===== src/rtl/vga_mem_arbiter.sv =====
// Single-port pixel-memory arbiter: VGA scanout reads have fixed priority, host gets blanking slots.
// Optional host read path is enabled by defining VGA_ARB_HOST_READ_EN; otherwise the host port is write-only.
module vga_mem_arbiter #(
   parameter int H_VIDEO       = 640,
   parameter int V_VIDEO       = 480,
   parameter int ADDR_WIDTH    = 19,
   parameter int DATA_WIDTH    = 8,
   parameter int COUNTER_WIDTH = 10
) (
   input  logic                     clk,
   input  logic                     reset,
   input  logic                     will_display,
   input  logic [COUNTER_WIDTH-1:0] v_counter_next,
   output logic [ADDR_WIDTH-1:0]    mem_addr,
   output logic                     mem_we,
   output logic [DATA_WIDTH-1:0]    mem_wdata,
   input  logic [DATA_WIDTH-1:0]    mem_rdata,
   output logic [DATA_WIDTH-1:0]    pixel,
   output logic                     pixel_valid,
   input  logic                     host_valid,
   output logic                     host_ready,
   input  logic                     host_we,
   input  logic [ADDR_WIDTH-1:0]    host_addr,
   input  logic [DATA_WIDTH-1:0]    host_wdata,
   output logic [DATA_WIDTH-1:0]    host_rdata,
   output logic                     host_rvalid,
   output logic                     host_err
);

   localparam int unsigned PIXELS = H_VIDEO * V_VIDEO;

   typedef enum logic [1:0] {OWN_IDLE, OWN_SCAN, OWN_HOST} owner_t;

`ifdef VGA_ARB_HOST_READ_EN
   typedef enum logic [1:0] {TAG_NONE, TAG_SCAN, TAG_HOST, TAG_HOST_ERR} rtag_t;
`else
   typedef enum logic {TAG_NONE, TAG_SCAN} rtag_t;
`endif

   owner_t                owner;
   rtag_t                 rtag;
   logic [ADDR_WIDTH-1:0] scan_addr;
   logic                  err_q;
   logic                  in_range;
   logic                  v_blank;

   assign in_range = {1'b0, host_addr} < (ADDR_WIDTH + 1)'(PIXELS);
   assign v_blank  = v_counter_next >= COUNTER_WIDTH'(V_VIDEO);

   assign host_ready = reset & ~will_display;

   always_comb begin
      owner = OWN_IDLE;
      if (reset) begin
         if (will_display)
            owner = OWN_SCAN;
         else if (host_valid)
            owner = OWN_HOST;
      end
   end

   always_comb begin
      mem_addr  = '0;
      mem_we    = 1'b0;
      mem_wdata = '0;
      case (owner)
         OWN_SCAN: mem_addr = scan_addr;
         OWN_HOST: begin
`ifdef VGA_ARB_HOST_READ_EN
            mem_addr = host_addr;
            if (host_we) begin
               mem_we    = in_range;
               mem_wdata = host_wdata;
            end
`else
            // Reads have no memory access in the write-only build.
            if (host_we) begin
               mem_addr  = host_addr;
               mem_we    = in_range;
               mem_wdata = host_wdata;
            end
`endif
         end
         default: ;
      endcase
   end

   always_ff @(posedge clk) begin
      if (!reset) begin
         scan_addr <= '0;
         rtag      <= TAG_NONE;
         err_q     <= 1'b0;
      end else begin
         if (v_blank)
            scan_addr <= '0;
         else if (owner == OWN_SCAN)
            scan_addr <= scan_addr + ADDR_WIDTH'(1);

         err_q <= (owner == OWN_HOST) && !in_range;

         case (owner)
            OWN_SCAN: rtag <= TAG_SCAN;
`ifdef VGA_ARB_HOST_READ_EN
            OWN_HOST: begin
               if (host_we)
                  rtag <= TAG_NONE;
               else if (in_range)
                  rtag <= TAG_HOST;
               else
                  rtag <= TAG_HOST_ERR;
            end
`endif
            default:  rtag <= TAG_NONE;
         endcase
      end
   end

   // Return outputs are gated by reset so a return in flight across a reset edge is dropped.
   assign pixel_valid = reset && (rtag == TAG_SCAN);
   assign pixel       = pixel_valid ? mem_rdata : '0;
   assign host_err    = reset & err_q;

`ifdef VGA_ARB_HOST_READ_EN
   assign host_rvalid = reset && ((rtag == TAG_HOST) || (rtag == TAG_HOST_ERR));
   assign host_rdata  = (reset && (rtag == TAG_HOST)) ? mem_rdata : '0;
`else
   assign host_rvalid = 1'b0;
   assign host_rdata  = '0;
`endif

endmodule


===== config.mk =====
export PLATFORM = sky130hd
export DESIGN_NAME = vga_mem_arbiter
export DESIGN_NICKNAME = d
export VERILOG_FILES = /design/src/rtl/vga_mem_arbiter.sv
export SDC_FILE = /design/constraint.sdc
export NUM_CORES = 1
export LEC_CHECK = 0
export CAP_MARGIN = 20
export CORE_MARGIN = 1
export CORE_UTILIZATION = 30
export CTS_CLUSTER_DIAMETER = 100
export DETAILED_ROUTE_END_ITERATION = 8
export GPL_ROUTABILITY_DRIVEN = 0
export GPL_TIMING_DRIVEN = 0
export PLACE_DENSITY_LB_ADDON = 0.12
export SYNTH_ARGS = -nofsm -noshare
export SYNTH_HDL_FRONTEND = slang
export SYNTH_SLANG_ARGS = --single-unit

===== constraint.sdc =====
create_clock -name clk -period 1.65 [get_ports clk]
set_input_delay 0.33 -clock clk [delete_from_list [all_inputs] [get_ports clk]]
set_output_delay 0.33 -clock clk [all_outputs]
set_load 0.005 [all_outputs]

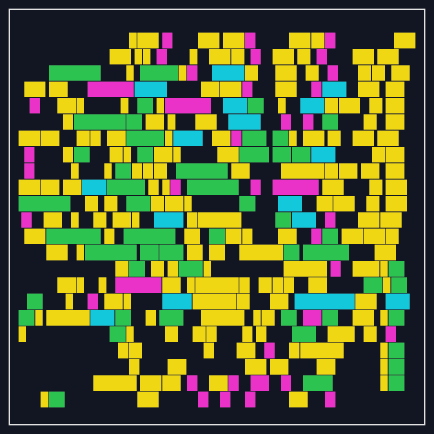
(run_1/drive_strength.png)
Drawn at 6 px/um.
[drive 1 or less] yellow | cells: 183 | share: 64% | most used: clkdlybuf4s50_1
[drive 3 to 4] green | cells: 51 | share: 18% | most used: buf_4
[drive 6 and up] cyan | cells: 16 | share: 5.6% | most used: buf_6
[drive 2] magenta | cells: 38 | share: 13% | most used: buf_2
Layout area overhead: 89.4%
Final WS setup: 32.3 ps
Finished Cell Area: 0.00255 mm2

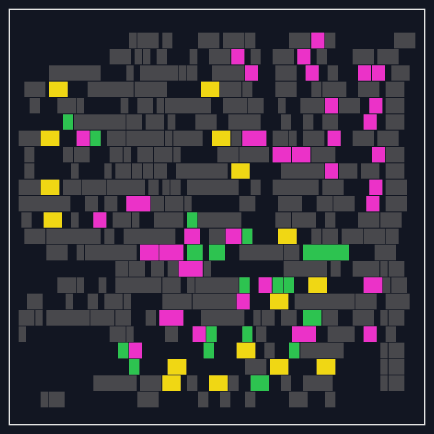
(run_1/gate_families.png)
Drawn at 6 px/um.
[AND and OR gates] magenta | cells: 34 | most used: and3_1
[AND-OR and OR-AND gates] yellow | cells: 16 | most used: a22o_1 | where: spread over the die
[inverting AOI/OAI gates] green | cells: 18 | most used: a21oi_1
logic share of the area: 0.376
dominant logic cell type in the layout: clkdlybuf4s50_1
Layout Cells excl Fill: 338

==> flow_summary.ini, run 1 <==
; generated from flow reports
[outcome]
status = finished, final reports clean

[worst_setup_path]
path_class = primary input to output port
cp.required_ps = 1320
cp_common_cell = buf_6
critPathSlowestCell = and3_4
path_buffers = 4

[die]
die_w_um = 69.0
io_pins = 98
dieHeight_um = 69.0
core_area_mm2 = 0.00414

[finish]
n_antenna_cell = 0
register_area_um2 = 452
drive_above_1_share = 0.365

[global_routing]
antenna_found_initial = 0
grt.total_usage = 0.194
grt_pass1_vias = 1409
grt-ovfl-total = 0

[power_and_ir_drop]
power.internal_w = 0.000842
total_power_w = 0.00110
power_density_mw_per_mm2 = 433
power.static_leakage_nw = 1.13

[synth]
adder_share = 0.00929
top_cells_by_area = dfxtp_1, a22o_1, xnor2_1
syn_avg_cell_area_um2 = 7.83
yosysCellCount = 172
muxShareOfSynthArea = 0.00743
async_flop_share = 0

[route]
route.detailed.drc = 0
viasPerCell = 4.88
drtIter0Drc = 41

[clock_tree]
clock_path_buffers = 2
cts_hold_buffers = 0

[final_timing]
slew_violations = 0
timing.hold.ws_ps = 293
hold_violations = 0
setup_violations = 0

[min_path]
min_from = host_valid
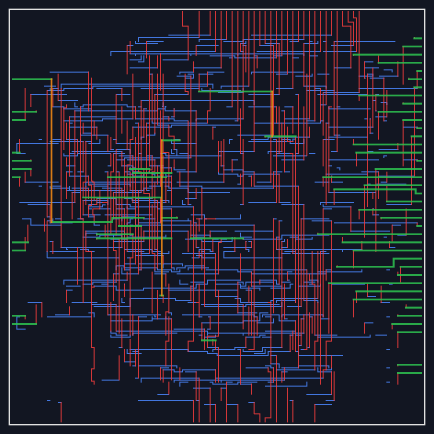
(run_1/metal_stack.png)
Drawn at 6 px/um.
[met1] blue | wire length: 2,020 um
[met2] red | wire length: 2,290 um
[met3] green | wire length: 408 um
[met4] orange | wire length: 57.1 um
total number of vias: 1,648
WL final: 4770 um

run 1: state kept, by name, indices dropped and copies added (netlist names):
name	count
err_q	1
rtag	1
scan_addr	19
run 1: cells in the mapped netlist, types with 2 or more instances:
cell type	count
nor2_1	12
nor3_1	2
nor4_1	4
inv_1	3
nand2_1	14
nor2b_1	2
buf_1	2
nand4_1	6
a21oi_1	9
o31ai_1	3
and3_1	10
dfxtp_1	21
nand3_1	8
xnor2_1	9
buf_2	2
a22o_1	16
or4_1	2
buf_4	9
or3_1	8
and2_1	11
o21ai_0	6
clkbuf_1	4
run 1: cell families (layout without fill, tap and decap cells):
family / Yosys count / count (layout)
XOR/XNOR: 10 / 10
flip-flops: 21 / 21
multiplexers: 1 / 1
adder cells (fa/ha/maj): 1 / 1
AND-OR/OR-AND: 34 / 34
other: 1 / 9
AND/OR/NAND/NOR: 84 / 84
buffers and inverters: 20 / 128
run 1: timing repair:
action	CTS	global route
pin swaps	12	10
setup buffers	16	7
gates cloned	1	0
endpoints found under the setup margin	57	33
resized	185	30
run 1: per-layer routing:
metal	share of wire	GRT usage	vias up
met4	0.012	0.0638	0
met5	0	0	-
li1	-	-	836
met1	0.42	0.246	728
met2	0.48	0.333	77
met3	0.085	0.0280	7
run 1: path summary, 6_finish.rpt:
kind	endpoint	slack, ps	cells after the start
worst min register to register	scan_addr[18]	490	2
worst max-delay path	mem_we	30	7
worst min-delay path	err_q	290	3
worst max register to register	scan_addr[14]	50	5
run 1: metrics by stage:
step                      setup slack (ps)  instance area, um2  TNS (ps)  instances   util
after floorplan                       30.6                1390         0        180      -
after global placement               -1300                2290    -49680        313  0.552
after detailed placement             -1300                2290    -49340        313  0.552
after CTS                            -87.6                2480      -686        333  0.599
after global routing                 -18.8                2550     -29.9        338  0.615
final                                 32.3                2550         0        338  0.615
run 1: power groups by stage:
stage | registers [W] | logic [W] | clock network, W
finish | 0.000503 | 0.000260 | 0.000342
global route | 0.000503 | 0.000282 | 0.000379
CTS | 0.000506 | 0.000252 | 0.000350
detailed placement | 0.000526 | 0.000226 | 0
global placement | 0.000526 | 0.000226 | 0
floorplan | 0.000524 | 0.0000674 | 0
run 1: worst min-delay path, cell delays in order:
cell and delay, ps:
clkbuf_2 90, nand2_1 50, nor2_1 40
run 1: cell type report:
cell class	count	area share
clock buffers	4	0.0177
plain buffers	15	0.0471
repair buffers	106	0.353
flip-flops and latches	21	0.177
multi-input cells	139	0.376
well taps	50	0.0245
inverters	3	0.00442
==> run_1/final_clocks.png <==
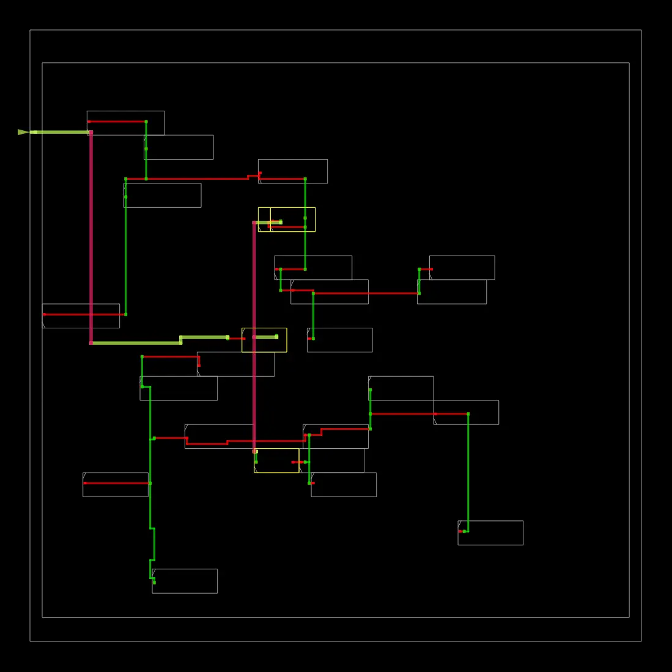

==> run 2, diff against run 1 <==
--- a/config.mk
+++ b/config.mk
@@ -13,6 +13,7 @@
 export GPL_ROUTABILITY_DRIVEN = 0
 export GPL_TIMING_DRIVEN = 0
 export PLACE_DENSITY_LB_ADDON = 0.12
+export RECOVER_POWER = 100
 export SYNTH_ARGS = -nofsm -noshare
 export SYNTH_HDL_FRONTEND = slang
 export SYNTH_SLANG_ARGS = --single-unit
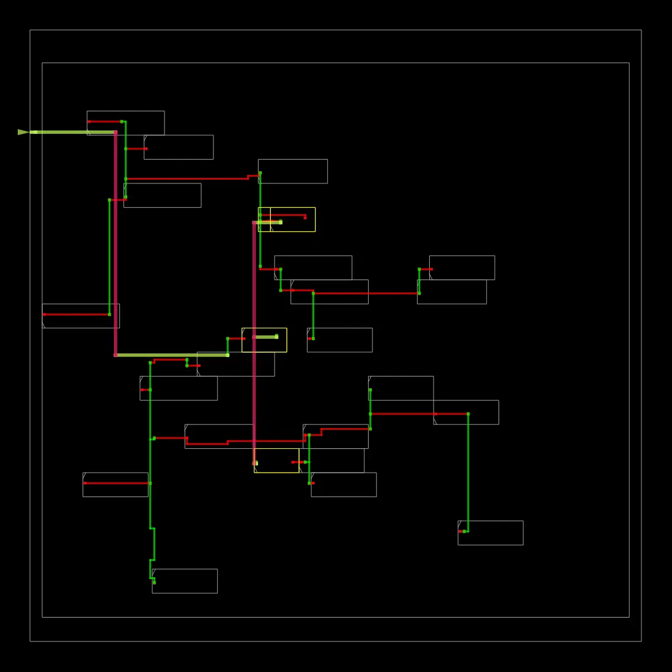
(run_2/final_clocks.png)
CTS Buf Count: 3
Layout Skew: 1.93 ps
Latency at later pin: 260 ps

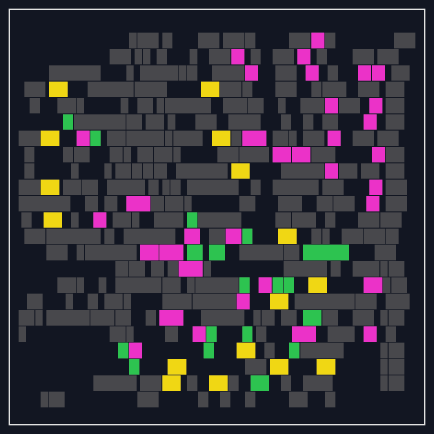
(run_2/gate_families.png)
Drawn at 6 px/um.
[AND and OR gates] magenta | cells: 34 | most used: and3_1
[inverting AOI/OAI gates] green | cells: 18 | most used: a21oi_1
[AND-OR and OR-AND gates] yellow | cells: 16 | most used: a22o_1 | where: spread over the die
logic share of the area: 0.377

==> flow_summary.ini, run 2 <==
; generated from flow reports
[worst_setup_path]
r2r_cells = 7
path_class = primary input to output port
cp.arrival_ps = 1310
endpoint = mem_addr[17]
endpoint_kind = output port
r2r-start = scan_addr[1]
reg2reg_slack_ps = 50
cp-start-kind = primary input
cp.required_ps = 1320
r2r_end = scan_addr[12]
cp-startpoint = reset

[final_timing]
min_period_ps = 1640
slew_violations = 0
hold_violations = 0
setup_violations = 0
timing.hold.ws_ps = 292
timing.fmax_mhz = 611

[die]
chipArea_mm2 = 0.00476
die_w_um = 69.0
fp-utilization = 0.325
dieHeight_um = 69.0
rows = 23
core_area_mm2 = 0.00414
io_pins = 98

[finish]
n_antenna_cell = 0
largest_register_ffs = 19
area_delta_synth_final_pct = 88.8
top_regs = scan_addr: 19 flops, err_q: 1 flops, rtag: 1 flops
instances_no_fill = 338
regMostFlops = scan_addr
nNetsFinal = 340
drive_above_1_share = 0.361
final_common_cell = clkdlybuf4s50_1

[route]
viasPerCell = 4.91
antenna_left = 0
num_vias = 1659
drtIter0Drc = 32
route.detailed.drc = 0
post_drt_wl_per_cell_um = 14.1
routed_wirelength_um = 4750

[job]
cap_violations = 0
warning_count = 32

[power_and_ir_drop]
power.switching_w = 0.000262
power.internal_w = 0.000838
total_power_w = 0.00110
power.static_leakage_nw = 1.12
p_seq_frac = 0.457
vdd_drop_max_uv = 224
power_density_mw_per_mm2 = 433
pwr-share-comb = 0.232
switching_share = 0.238

[synth]
top_cells_by_area = dfxtp_1, a22o_1, xnor2_1
synth_area_leader_cell = dfxtp_1
ys_types = 31
common_cells = dfxtp_1, a22o_1, nand2_1
top_cell = dfxtp_1
syn_avg_cell_area_um2 = 7.83
synth_flop_count = 21
async_flop_share = 0
ys_area_mm2 = 0.00135
mappedNetlistArea_mm2 = 0.00135
netlist_instances = 172
synth-main-ff-cell = dfxtp_1
yosys_warnings = 0
synth-edff-count = 0
yosysCellCount = 172

[placement]
port_buffers = 83
dp.cells = 313

[global_routing]
grt-ovfl-total = 0
grt_max_degree = 12
grt_pass1_vias = 1409
antenna_found_initial = 0
grt.total_usage = 0.194
grt_pass1_wl_um = 6790

[clock_tree]
cts_tree = done
h-tree-depth = 1
path_clk_slew_ps = 80
clock-sinks = 21
clock_path_buffers = 2

[min_path]
hold_path_depth = 3
min_path_type = primary input to register
min_from = host_valid

[outcome]
status = finished, final reports clean
-- run 2: cell counts after synthesis --
Identical to the previous run, type by type.
-- run 2: power groups by stage --
| stage | clock (W) | sequential, W | combinational [W] |
|---|---|---|---|
| global route | 0.000379 | 0.000503 | 0.000277 |
| CTS | 0.000350 | 0.000506 | 0.000252 |
| floorplan | 0 | 0.000524 | 0.0000674 |
| finish | 0.000342 | 0.000503 | 0.000255 |
| global placement | 0 | 0.000526 | 0.000226 |
| detailed placement | 0 | 0.000526 | 0.000226 |
-- run 2: worst max-delay path, stage by stage --
cell,delay [ps]
buf_8,100
buf_4,140
and2_4,150
clkbuf_4,210
a22o_1,270
clkbuf_2,120
-- run 2: cell type report --
cell class	instances	area, um2
fill	401	1600
buffer	15	116
tap	50	62.6
sequential	21	452
timing repair buffer	106	897
clock buffer	4	45.0
inverter	3	11.3
multi-input combinational	139	958
-- run 2: worst min-delay path by stage --
| stage | slack (ps) | to |
|---|---|---|
| global route | 300 | err_q |
| detailed placement | 480 | scan_addr[18] |
| finish | 290 | err_q |
| CTS | 380 | err_q |
| global placement | 470 | scan_addr[18] |
| floorplan | 450 | err_q |
-- run 2: stage by stage --
stage,worst slack [ps],area (um2),util,TNS [ps]
after detailed placement,-1300,2290,0.552,-49340
after global placement,-1300,2290,0.552,-49680
after CTS,-87.6,2480,0.599,-686
after floorplan,30.6,1390,-,0
final,13.3,2540,0.614,0
after global routing,-18.8,2540,0.614,-33.4
-- run 2: kinds of logic after synthesis --
family,after synthesis,share of synthesized area
other,1,0.00279
AND/OR/NAND/NOR,84,0.344
AND-OR/OR-AND,34,0.177
flip-flops,21,0.312
multiplexers,1,0.00744
XOR/XNOR,10,0.0651
buffers and inverters,20,0.0827
adder cells (fa/ha/maj),1,0.00929
-- run 2: per-layer routing --
layer / share of wire / up-vias / GRT usage
li1: - / 838 / -
met1: 0.43 / 740 / 0.246
met2: 0.48 / 72 / 0.333
met3: 0.079 / 9 / 0.0280
met4: 0.015 / 0 / 0.0638
met5: 0 / - / 0
-- run 2: repair_timing --
action | 4_1_cts | 5_1_grt
cloned | 1 | 0
setup buffers | 16 | 7
pin swaps | 12 | 10
hold buffers | 0 | 0
setup endpoints to repair | 57 | 33
gates resized | 185 | 30
==> run_2/drive_strength.png <==
Drawn at 6 px/um.
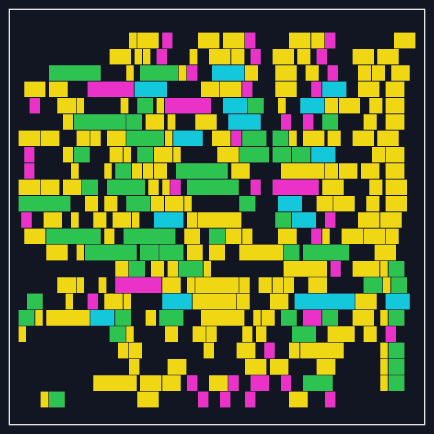

==> run 3, diff against run 2 <==
--- a/config.mk
+++ b/config.mk
@@ -6,7 +6,7 @@
 export NUM_CORES = 1
 export LEC_CHECK = 0
 export CAP_MARGIN = 20
-export CORE_MARGIN = 1
+export CORE_MARGIN = 2
 export CORE_UTILIZATION = 30
 export CTS_CLUSTER_DIAMETER = 100
 export DETAILED_ROUTE_END_ITERATION = 8
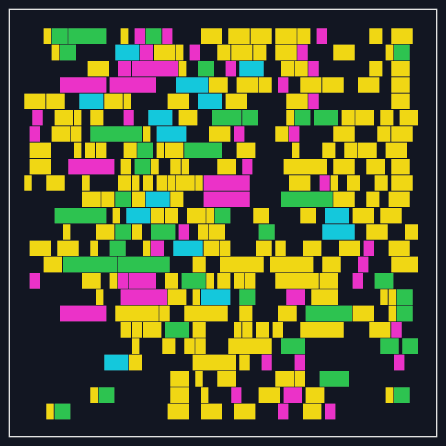
(run_3/drive_strength.png)
Drawn at 6 px/um.
nonclk buf count: 118
Layout area overhead: 84.9%

==> flow_summary.ini, run 3 <==
; generated from flow reports
[clock_tree]
clock-sinks = 21
cts_hold_buffers = 0
numCtsBuffers = 3
h-tree-depth = 1
cts_tree = done
cts_root_buf = clkbuf_8
clock_path_buffers = 2
path_clk_slew_ps = 70
clk_latency_ps = 260

[power_and_ir_drop]
vdd_drop_max_uv = 312
power_density_mw_per_mm2 = 435
power.static_leakage_nw = 1.09

[outcome]
status = finished, final reports clean

[route]
num_vias = 1642
route.detailed.drc = 0
drt_first_pass_iters = 4
viasPerCell = 4.87
post_drt_wl_per_cell_um = 13.9
drtIter0Drc = 35
antenna_left = 0
routed_wirelength_um = 4700

[finish]
final_common_cell = clkdlybuf4s50_1
nNetsFinal = 337
drive_above_1_share = 0.333
largest_register_ffs = 19
regMostFlops = scan_addr
design_area_mm2 = 0.00249
n_fill_cell = 440
n_antenna_cell = 0
top_regs = scan_addr: 19 flops, err_q: 1 flops, rtag: 1 flops
layout_top_cells = clkdlybuf4s50_1, buf_2, buf_4

[die]
chipArea_mm2 = 0.00504
die_w_um = 71.0
fp-utilization = 0.311
core_area_mm2 = 0.00432
rows = 24
dieHeight_um = 71.0
io_pins = 98

[final_timing]
setup_violations = 0
finalClockPeriodUsage = 1.00
fin_ws_ps = 0.506
min_period_ps = 1650
grt_setup_unrepaired = yes
clock_skew_ps = 3.66
timing.fmax_mhz = 606
slew_violations = 0
hold_violations = 0

[synth]
top_cells_by_area = dfxtp_1, a22o_1, xnor2_1
synth_flop_count = 21
mappedNetlistArea_mm2 = 0.00135
top_cell = dfxtp_1
async_flop_share = 0
yosysCellCount = 172
ys_types = 31
yosys_warnings = 0
netlist_instances = 172
syn_avg_cell_area_um2 = 7.83
synth-main-ff-cell = dfxtp_1
synth_area_leader_cell = dfxtp_1
synth-edff-count = 0
postSynthSeqShare = 0.312
ys_area_mm2 = 0.00135
common_cells = dfxtp_1, a22o_1, nand2_1
top_cell_area_share = 0.312

[job]
warning_count = 33
cap_violations = 0

[global_routing]
grt_pass1_vias = 1539
grt_pass1_wl_um = 7380
grt-ovfl-total = 0
antenna_found_initial = 0
grt.total_usage = 0.179
grt_max_degree = 12

[min_path]
min_path_type = primary input to register

[worst_setup_path]
path_class = register to register
endpoint_kind = register
crit_fanout = 6
cp.arrival_ps = 1830
cp.required_ps = 1830
cp-start-kind = register

[placement]
pre_cts_ws_ps = -1360
port_buffers = 83
dpl.hpwl_um = 3350
post_dp_cell_area_mm2 = 0.00229
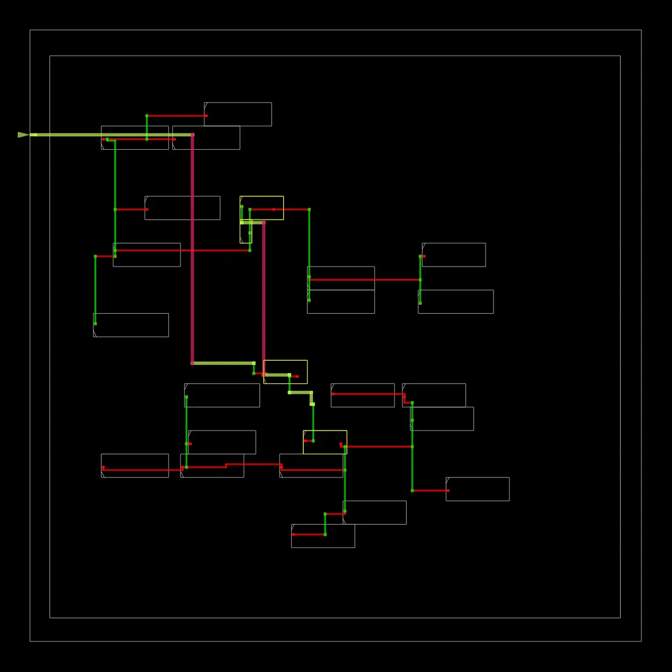
(run_3/final_clocks.png)
flop count: 21
Clock Power: 0.000334 W
CLK BUF: 4

==> run 3: cell count changes in the layout (fill, tap and decap cells not counted), sizes merged <==
cell / before / now
dlygate4sd2: 9 / 10
dlygate4sd3: 5 / 8
clkbuf: 14 / 16
buf: 62 / 53
clkdlybuf4s50: 32 / 29
clkdlybuf4s15: 1 / 4
==> run 3: final cells by class <==
cell class | instances | area (um2) | area share
Multi-Input combinational cell | 139 | 950 | 0.382
Timing Repair Buffer | 102 | 841 | 0.338
Sequential cell | 21 | 445 | 0.179
Buffer | 16 | 131 | 0.0528
Tap cell | 52 | 65.1 | 0.0261
Clock buffer | 4 | 45.0 | 0.0181
Inverter | 3 | 11.3 | 0.00452
==> run 3: cells by family (layout without fill, tap and decap cells) <==
| group | count (synthesis) | after routing | share of synthesized area |
|---|---|---|---|
| buffers and inverters | 20 | 125 | 0.0827 |
| AOI/OAI and AO/OA | 34 | 34 | 0.177 |
| xor gates and xnor gates | 10 | 10 | 0.0651 |
| muxes | 1 | 1 | 0.00744 |
| adders and majority gates | 1 | 1 | 0.00929 |
| DFF | 21 | 21 | 0.312 |
| other | 1 | 9 | 0.00279 |
| and+or+nand+nor | 84 | 84 | 0.344 |
==> run 3: path summary, 6_finish.rpt <==
check / from / endpoint / slack [ps] / cells after the start
max: scan_addr[1] / scan_addr[11] / 0.5 / 5
min: host_valid / err_q / 390 / 3
max reg2reg: scan_addr[1] / scan_addr[11] / 0.5 / 5
min reg2reg: scan_addr[18] / scan_addr[18] / 500 / 2
==> run 3: what timing repair did <==
| item | 4_1_cts | 5_1_grt |
|---|---|---|
| hold endpoints to repair | 0 | 0 |
| gates resized | 177 | 27 |
| setup buffers | 14 | 4 |
| pin swaps | 11 | 14 |
| cloned | 1 | 0 |
| endpoints found under the setup margin | 57 | 37 |
==> run 3: power by group <==
part	internal, W	total (W)	leakage, nW	switching, W
registers	0.000504	0.000509	0.177	0.00000442
logic	0.000154	0.000238	0.891	0.0000847
clock network	0.000172	0.000334	0.0228	0.000162
total	0.000830	0.00108	1.09	0.000252
==> run 3: layer usage <==
layer | track usage | routed length (um) | vias up | part of all wire
met1 | 0.222 | 2030 | 748 | 0.43
li1 | - | - | 835 | -
met5 | 0 | 0 | - | 0
met4 | 0.0629 | 44 | 0 | 0.0094
met2 | 0.305 | 2310 | 55 | 0.49
met3 | 0.0385 | 317 | 4 | 0.067
==> run 3: through the flow <==
stage | std cells | total power [W] | hold WS, ps | utilization | setup TNS, ps
floorplan | 180 | 0.000592 | 449 | - | 0
global placement | 315 | 0.000751 | 470 | 0.529 | -49950
detailed placement | 315 | 0.000753 | 482 | 0.529 | -50800
CTS | 334 | 0.00110 | 381 | 0.563 | -700
global route | 337 | 0.00113 | 408 | 0.576 | -246
finish | 337 | 0.00108 | 385 | 0.576 | 0
==> run 3: worst max-delay path, cell delays in order (launching register included) <==
cell	delay [ps]
dfxtp_4	370
buf_6	110
nand2_2	50
or4_4	560
or3_1	370
a21oi_1	110
Power figures rest on the tool's default switching activity, not on a simulated workload.
